<file path="config.mk">
export PLATFORM = sky130hd
export DESIGN_NAME = handshake_tx_arbiter
export DESIGN_NICKNAME = d
export VERILOG_FILES = /design/src/rtl/handshake_tx_arbiter_pkg.sv /design/src/rtl/handshake_tx_arbiter_picker.sv /design/src/rtl/handshake_tx_arbiter.sv
export SDC_FILE = /design/constraint.sdc
export NUM_CORES = 1
export LEC_CHECK = 0
export CORE_ASPECT_RATIO = 1.25
export CORE_MARGIN = 10
export CORE_UTILIZATION = 40
export CTS_CLUSTER_DIAMETER = 50
export DETAILED_ROUTE_END_ITERATION = 7
export PLACE_DENSITY = 0.71
export SLEW_MARGIN = 30
export SYNTH_ARGS = -nofsm -noshare
export SYNTH_HDL_FRONTEND = slang
export SYNTH_SLANG_ARGS = --single-unit
</file>
<file path="constraint.sdc">
create_clock -name Clock -period 3.2 [get_ports Clock]
set_input_delay 0.96 -clock Clock [delete_from_list [all_inputs] [get_ports Clock]]
set_output_delay 0.96 -clock Clock [all_outputs]
set_load 0.02 [all_outputs]
</file>
<file path="src/rtl/handshake_tx_arbiter_pkg.sv">
// handshake_tx_arbiter_pkg: shared FSM encoding and tag-width helper for the
// transmit-side handshake arbiter.
package handshake_tx_arbiter_pkg;

  typedef enum logic [1:0] {
    ARB_IDLE   = 2'b00,
    ARB_LAUNCH = 2'b01,
    ARB_WAIT   = 2'b10
  } arb_state_e;

  // Minimum number of bits needed to encode n distinct indices (at least 1).
  function automatic int unsigned tag_bits(input int unsigned n);
    int unsigned w;
    w = 0;
    for (int unsigned i = 1; i < 32; i++) begin
      if (w == 0 && (32'd1 << i) >= n) w = i;
    end
    return w;
  endfunction

endpackage

</file>
<file path="src/rtl/handshake_tx_arbiter_picker.sv">
// rr_priority_picker: combinational round-robin winner selection.
// Searches last_i+1 .. last_i+N (modulo N) and returns the first set request
// both as a one-hot vector and as a binary index.
module rr_priority_picker #(
  parameter int unsigned N  = 4,
  parameter int unsigned IW = 2
) (
  input  logic [N-1:0]  req_i,
  input  logic [IW-1:0] last_i,
  output logic [N-1:0]  onehot_o,
  output logic [IW-1:0] index_o,
  output logic          valid_o
);

  int unsigned idx;
  logic        found;

  // Rotating first-hit search starting just after the last winner.
  always_comb begin
    onehot_o = '0;
    index_o  = '0;
    found    = 1'b0;
    idx      = 0;
    for (int unsigned off = 1; off <= N; off++) begin
      idx = (32'(last_i) + off) % N;
      if (!found && req_i[idx]) begin
        found         = 1'b1;
        onehot_o[idx] = 1'b1;
        index_o       = IW'(idx);
      end
    end
    valid_o = found;
  end

endmodule

</file>
<file path="src/rtl/handshake_tx_arbiter.sv">
// handshake_tx_arbiter: shares one handshake_synchronizer between CHANNELS
// requesters in the transmit clock domain. The granted word is tagged with
// its channel index and held stable until the four-phase handshake finishes.
// Build option: HANDSHAKE_ARB_FIXED_PRIO_EN selects fixed lowest-index-wins
// priority instead of round-robin.
module handshake_tx_arbiter
  import handshake_tx_arbiter_pkg::*;
#(
  parameter int unsigned CHANNELS    = 4,
  parameter int unsigned WORD_LENGTH = 8,
  parameter int unsigned CH_WIDTH    = 2
) (
  input  logic                            Clock,
  input  logic                            Reset,
  input  logic [CHANNELS-1:0]             Req,
  input  logic [CHANNELS*WORD_LENGTH-1:0] Req_data,
  output logic [CHANNELS-1:0]             Grant,
  output logic [CHANNELS-1:0]             Done,
  output logic                            Busy,
  output logic [CH_WIDTH+WORD_LENGTH-1:0] Sync_tx_data,
  output logic                            Sync_send,
  input  logic                            Sync_sending,
  input  logic                            Sync_data_sent
);

  localparam int unsigned DW = CH_WIDTH + WORD_LENGTH;

  if (CHANNELS < 2) begin : g_bad_channels
    $error("handshake_tx_arbiter: CHANNELS must be >= 2");
  end
  if (WORD_LENGTH == 0) begin : g_bad_word
    $error("handshake_tx_arbiter: WORD_LENGTH must be > 0");
  end
  if (CH_WIDTH < tag_bits(CHANNELS)) begin : g_bad_tag
    $error("handshake_tx_arbiter: CH_WIDTH too small for CHANNELS");
  end

  arb_state_e                 state_q, state_d;
  logic [CHANNELS-1:0]        grant_q, grant_d;
  logic [CHANNELS-1:0]        done_q, done_d;
  logic [CHANNELS-1:0]        cur_q, cur_d;
  logic                       busy_q, busy_d;
  logic                       send_q, send_d;
  logic [DW-1:0]              data_q, data_d;

  logic [CH_WIDTH-1:0]        ptr_last;
  logic [CHANNELS-1:0]        pick_onehot;
  logic [CH_WIDTH-1:0]        pick_idx;
  logic                       pick_valid;
  logic [WORD_LENGTH-1:0]     pick_word;

`ifdef HANDSHAKE_ARB_FIXED_PRIO_EN
  // Pinning the search start at CHANNELS-1 makes channel 0 always searched first.
  assign ptr_last = CH_WIDTH'(CHANNELS - 1);
`else
  logic [CH_WIDTH-1:0]        last_q, last_d;

  assign ptr_last = last_q;

  // Round-robin pointer: index of the most recently completed channel.
  always_ff @(posedge Clock or posedge Reset) begin
    if (Reset) last_q <= CH_WIDTH'(CHANNELS - 1);
    else       last_q <= last_d;
  end

  // Pointer advances only when a transfer completes.
  always_comb begin
    last_d = last_q;
    if (state_q == ARB_WAIT && Sync_data_sent) last_d = data_q[DW-1 -: CH_WIDTH];
  end
`endif

  rr_priority_picker #(
    .N  (CHANNELS),
    .IW (CH_WIDTH)
  ) u_picker (
    .req_i    (Req),
    .last_i   (ptr_last),
    .onehot_o (pick_onehot),
    .index_o  (pick_idx),
    .valid_o  (pick_valid)
  );

  // Payload mux driven by the one-hot winner.
  always_comb begin
    pick_word = '0;
    for (int unsigned k = 0; k < CHANNELS; k++) begin
      if (pick_onehot[k]) pick_word = Req_data[k*WORD_LENGTH +: WORD_LENGTH];
    end
  end

  // Next-state and registered-output logic for the transfer FSM.
  always_comb begin
    state_d = state_q;
    grant_d = '0;
    done_d  = '0;
    send_d  = 1'b0;
    cur_d   = cur_q;
    busy_d  = busy_q;
    data_d  = data_q;
    case (state_q)
      ARB_IDLE: begin
        if (pick_valid && !Sync_sending) begin
          grant_d = pick_onehot;
          cur_d   = pick_onehot;
          data_d  = {pick_idx, pick_word};
          busy_d  = 1'b1;
          state_d = ARB_LAUNCH;
        end
      end
      ARB_LAUNCH: begin
        send_d  = 1'b1;
        state_d = ARB_WAIT;
      end
      ARB_WAIT: begin
        if (Sync_data_sent) begin
          done_d  = cur_q;
          busy_d  = 1'b0;
          state_d = ARB_IDLE;
        end
      end
      default: state_d = ARB_IDLE;
    endcase
  end

  // State and output registers, cleared asynchronously.
  always_ff @(posedge Clock or posedge Reset) begin
    if (Reset) begin
      state_q <= ARB_IDLE;
      grant_q <= '0;
      done_q  <= '0;
      cur_q   <= '0;
      busy_q  <= 1'b0;
      send_q  <= 1'b0;
      data_q  <= '0;
    end else begin
      state_q <= state_d;
      grant_q <= grant_d;
      done_q  <= done_d;
      cur_q   <= cur_d;
      busy_q  <= busy_d;
      send_q  <= send_d;
      data_q  <= data_d;
    end
  end

  assign Grant        = grant_q;
  assign Done         = done_q;
  assign Busy         = busy_q;
  assign Sync_send    = send_q;
  assign Sync_tx_data = data_q;

endmodule

</file>
run_1/port_nets.png
(3 px per um)
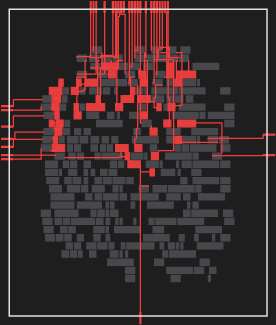
- Req_data: red (direction input; edge 22 north, 7 west, 2 east, 1 south; end cells 48; buffers 32; wire 1020 um)
total I/O pin count: 60
count of buffers inserted at the top-level ports: 59

run_1/gate_families.png
(4 px per um)
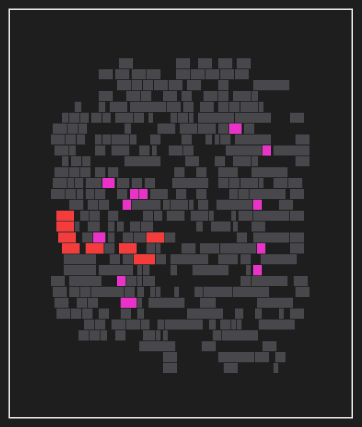
- adder and majority cells: red (cells 8; most used ha_1; where west)
- AND and OR gates: magenta (cells 12; most used and2_1)
most frequent standard cell in the layout excluding fill and tap cells: clkdlybuf4s50_1
logic gate fraction of the total cell area: 42.2%
final cell count without fillers: 348

==> flow.log, run 1 <==
[flow] summary of implementation run
INFO  metric outcome = complete, no violations
INFO  metric final_nets = 335
INFO  metric worst_hold_path.endpoint = cur_q[0]
INFO  metric critical_path_buf_inv_count = 2
INFO  metric drt_wl_total = 5590 um
INFO  metric post_synth_top_flop = dfrtp_1
INFO  metric grt_max_degree = 29
INFO  metric post_synth_instance_area = 2140 um^2
INFO  metric finalHoldViolCount = 0
INFO  metric register_area = 703 um^2
INFO  metric synth.comb.largest_family = AND-OR/OR-AND gates
INFO  metric routed.top_layer = met4
INFO  metric final_core_util = 57.6%
INFO  metric chip_area = 8690 um^2
INFO  metric power.combinational.fraction = 73.7%
INFO  metric synthesis.area_per_instance = 10.1 um^2
INFO  metric cellLeakagePower = 1.26 nW
INFO  metric relSlewSlack = 64.7%
INFO  metric synthCells = 211
INFO  metric cts-hold-fix-buffers = 0
INFO  metric timing.max_cap.violations = 0
INFO  metric tightest_slew = 527 ps
INFO  metric power_drawn_by_the_sequential_cells = 0.592 mW
INFO  metric ff_count = 28
INFO  metric area_of_the_synthesized_netlist_per_yosys_stat = 2140 um^2
INFO  metric count_of_cells_resized_by_post_cts_repair = 0
INFO  metric cp_max_fo = 19
INFO  metric worstHoldPathType = flop to flop
INFO  metric reg2reg_slack = 300 ps
INFO  metric grt_util_met2 = 22.0%
INFO  metric worst-endpoint-required = 3370 ps
INFO  metric mappedNetlistNets = 259
INFO  metric xor_and_xnor_area_share_after_synthesis = 0%
INFO  metric crit-reg2reg-capture = cur_q[1]
INFO  metric synthArstFlopShare = 100%
INFO  metric logic_gates = 158
INFO  metric place.detailed.instances = 342
INFO  metric powerComb = 2.26 mW
INFO  metric worst_path_max_delay_cell = mux4_2
INFO  metric sequential_share_of_power = 19.3%
INFO  metric number_of_antenna_violations_at_the_first_check_in_global_routing = 0
INFO  metric internal_power_component = 1.65 mW
INFO  metric worst_ep_arrival_time = 3190 ps
INFO  metric ys_cells = 211
INFO  metric rows = 29
INFO  metric core = 5120 um^2
INFO  metric setup_total_negative_slack = 0 ps
INFO  metric buf_share = 28.3%
INFO  metric startpoint_type = primary input
INFO  metric yosys.area_share.aoi = 31.1%
INFO  metric cpPeakStageDelay = 590 ps
INFO  metric common_cells = 26 x dfrtp_1, 18 x o211ai_1, 15 x o211ai_2, 13 x nand2_1, 13 x o21ai_0
INFO  metric timing.fmax = 332 MHz
INFO  metric met1Wirelength = 2430 um
INFO  metric simple_gate_area_share = 17.4%
INFO  metric drt-pass1-iter-count = 4
INFO  metric power_clock = 0.215 mW
INFO  metric peakVddDrop = 839 uV
INFO  metric worst_clock_skew = 3.81 ps
INFO  metric use_met1 = 15.2%
INFO  metric cts_num_sinks = 28
INFO  metric clkTransAtPathRegs = 100 ps
INFO  metric totalPowerFinal = 3.07 mW
INFO  metric post-route-period-util = 94.3%
INFO  metric most_used_routing_layer = met2
INFO  metric library_cell_occupying_the_most_area_in_the_post_synthesis_netlist = dfrtp_1
INFO  metric combGateArea = 1240 um^2
INFO  metric crit_path_cell_trace = clkdlybuf4s50_1, mux4_2, or2_1, or3_4, nand2_4, inv_4, and2_4, a21o_1
INFO  metric detailedPlacementHpwl = 4370 um
INFO  metric netlist_top_cells_area = dfrtp_1 30%, o211ai_2 8.8%, o211ai_1 6.3%, buf_6 4.7%, ha_1 4.7%
INFO  metric globalRoute.totalOverflow = 0
INFO  metric endpoint = cur_q[1]
INFO  metric crit-reg2reg-launch = last_q[1]
run_1/drive_strength.png
(4 px per um)
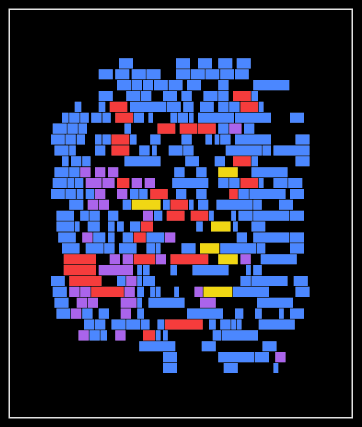
- drive 3 to 4: purple (cells 34)
- drive 2: red (cells 27)
- drive 6 and up: yellow (cells 6)
- drive 1 or less: blue (cells 219)
Non-Clock Buffer Count: 88
post-route cell area: 2950 um^2
layout overhead on the synthesized area: 37.7%
Setup WS post-layout: 184 ps

run_1/pins.png
(4 px per um) Pins as bars across the die edge, other pins in gray.
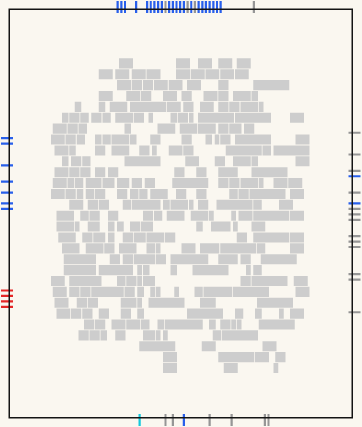
- Req: red (pins 4; direction input; edge west)
- Req_data: blue (pins 32; direction input; edge 22 north, 7 west, 2 east, 1 south)
- Clock: cyan (pins 1; direction input; edge south)
- all pins by edge: 26 north, 15 east, 11 west, 8 south
die outline height: 102 um
Die X-Extent: 85.4 um

==> run 2, diff against run 1 <==
--- a/config.mk
+++ b/config.mk
@@ -7,10 +7,10 @@
 export LEC_CHECK = 0
 export CORE_ASPECT_RATIO = 1.25
 export CORE_MARGIN = 10
-export CORE_UTILIZATION = 40
+export CORE_UTILIZATION = 48
 export CTS_CLUSTER_DIAMETER = 50
 export DETAILED_ROUTE_END_ITERATION = 7
-export PLACE_DENSITY = 0.71
+export PLACE_DENSITY = 0.82
 export SLEW_MARGIN = 30
 export SYNTH_ARGS = -nofsm -noshare
 export SYNTH_HDL_FRONTEND = slang
run_2/drive_strength.png
(4 px per um)
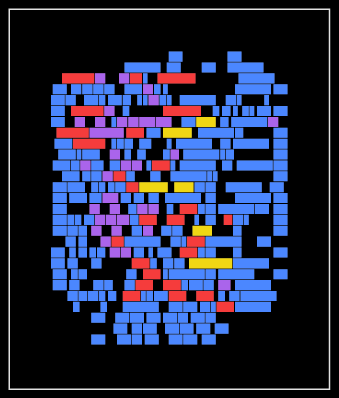
- drive 6 and up: yellow (cells 6)
- drive 2: red (cells 26)
- drive 3 to 4: purple (cells 34)
- drive 1 or less: blue (cells 220)
post-route cell area: 2950 um^2
Setup WS post-layout: 148 ps
layout overhead on the synthesized area: 38.2%

==> run 2 against run 1 <==
Clock power up 27%. Synthesized area unchanged. Total power up 2.3%. Highest routed layer unchanged. Via count up 1.4%. Register-to-register slack worse by 40 ps. Flip-flop count unchanged. Non-clock buffer count unchanged. Final area up 0.30%. Sequential power up 2%. Clock skew down 1.7 ps.
==> flow.log, run 2 <==
[flow] summary of implementation run
INFO  metric count_of_cells_resized_by_post_cts_repair = 0
INFO  metric detailedPlacementHpwl = 4380 um
INFO  metric synthCells = 211
INFO  metric synth.comb.largest_family = AND-OR/OR-AND gates
INFO  metric buf_share = 28.2%
INFO  metric worstHoldPathType = flop to flop
INFO  metric library_cell_occupying_the_most_area_in_the_post_synthesis_netlist = dfrtp_1
INFO  metric rows = 27
INFO  metric core = 4360 um^2
INFO  metric yosys.area_share.aoi = 31.1%
INFO  metric startpoint_type = primary input
INFO  metric layout_top_cell_excl_fill_tap = clkdlybuf4s50_1
INFO  metric worst_clock_skew = 2.10 ps
INFO  metric globalRoute.totalOverflow = 0
INFO  metric xor_and_xnor_area_share_after_synthesis = 0%
INFO  metric grt_util_met2 = 25.9%
INFO  metric ys_cells = 211
INFO  metric common_cells = 26 x dfrtp_1, 18 x o211ai_1, 15 x o211ai_2, 13 x nand2_1, 13 x o21ai_0
INFO  metric drt-pass1-iter-count = 4
INFO  metric place.detailed.instances = 339
INFO  metric relSlewSlack = 68.3%
INFO  metric worst_path_max_delay_cell = mux4_2
INFO  metric most_used_routing_layer = met2
INFO  metric io_pins = 60
INFO  metric post_layout_nonfiller_instances = 344
INFO  metric critical_path_buf_inv_count = 2
INFO  metric synthArstFlopShare = 100%
INFO  metric post_synth_instance_area = 2140 um^2
INFO  metric power.combinational.fraction = 72.2%
INFO  metric outcome = complete, no violations
INFO  metric logic_gate_fraction_of_the_total_cell_area = 42.0%
INFO  metric post-route-period-util = 95.4%
INFO  metric worst_ep_arrival_time = 3220 ps
INFO  metric routed.top_layer = met4
INFO  metric worst_hold_path.endpoint = Sync_send
INFO  metric grt_max_degree = 29
INFO  metric endpoint = cur_q[1]
INFO  metric tightest_slew = 474 ps
INFO  metric timing.max_cap.violations = 0
INFO  metric cts_num_sinks = 28
INFO  metric internal_power_component = 1.71 mW
INFO  metric reg2reg_slack = 260 ps
INFO  metric post_synth_top_flop = dfrtp_1
INFO  metric register_area = 703 um^2
INFO  metric powerComb = 2.27 mW
INFO  metric mappedNetlistNets = 259
INFO  metric synthesis.area_per_instance = 10.1 um^2
INFO  metric clkTransAtPathRegs = 90 ps
INFO  metric cellLeakagePower = 1.27 nW
INFO  metric power_drawn_by_the_sequential_cells = 0.601 mW
INFO  metric crit-reg2reg-launch = last_q[1]
INFO  metric drt_wl_total = 5510 um
INFO  metric peakVddDrop = 774 uV
INFO  metric met1Wirelength = 2340 um
INFO  metric final_core_util = 67.8%
INFO  metric buffers = 88
INFO  metric cpPeakStageDelay = 610 ps
INFO  metric chip_area = 7540 um^2
INFO  metric crit-reg2reg-capture = cur_q[1]
INFO  metric simple_gate_area_share = 17.4%
INFO  metric timing.fmax = 328 MHz
INFO  metric combGateArea = 1240 um^2
INFO  metric worst-endpoint-required = 3370 ps
INFO  metric cp_max_fo = 19
INFO  metric io_buffers = 59
Power figures rest on the tool's default switching activity, not on a simulated workload.
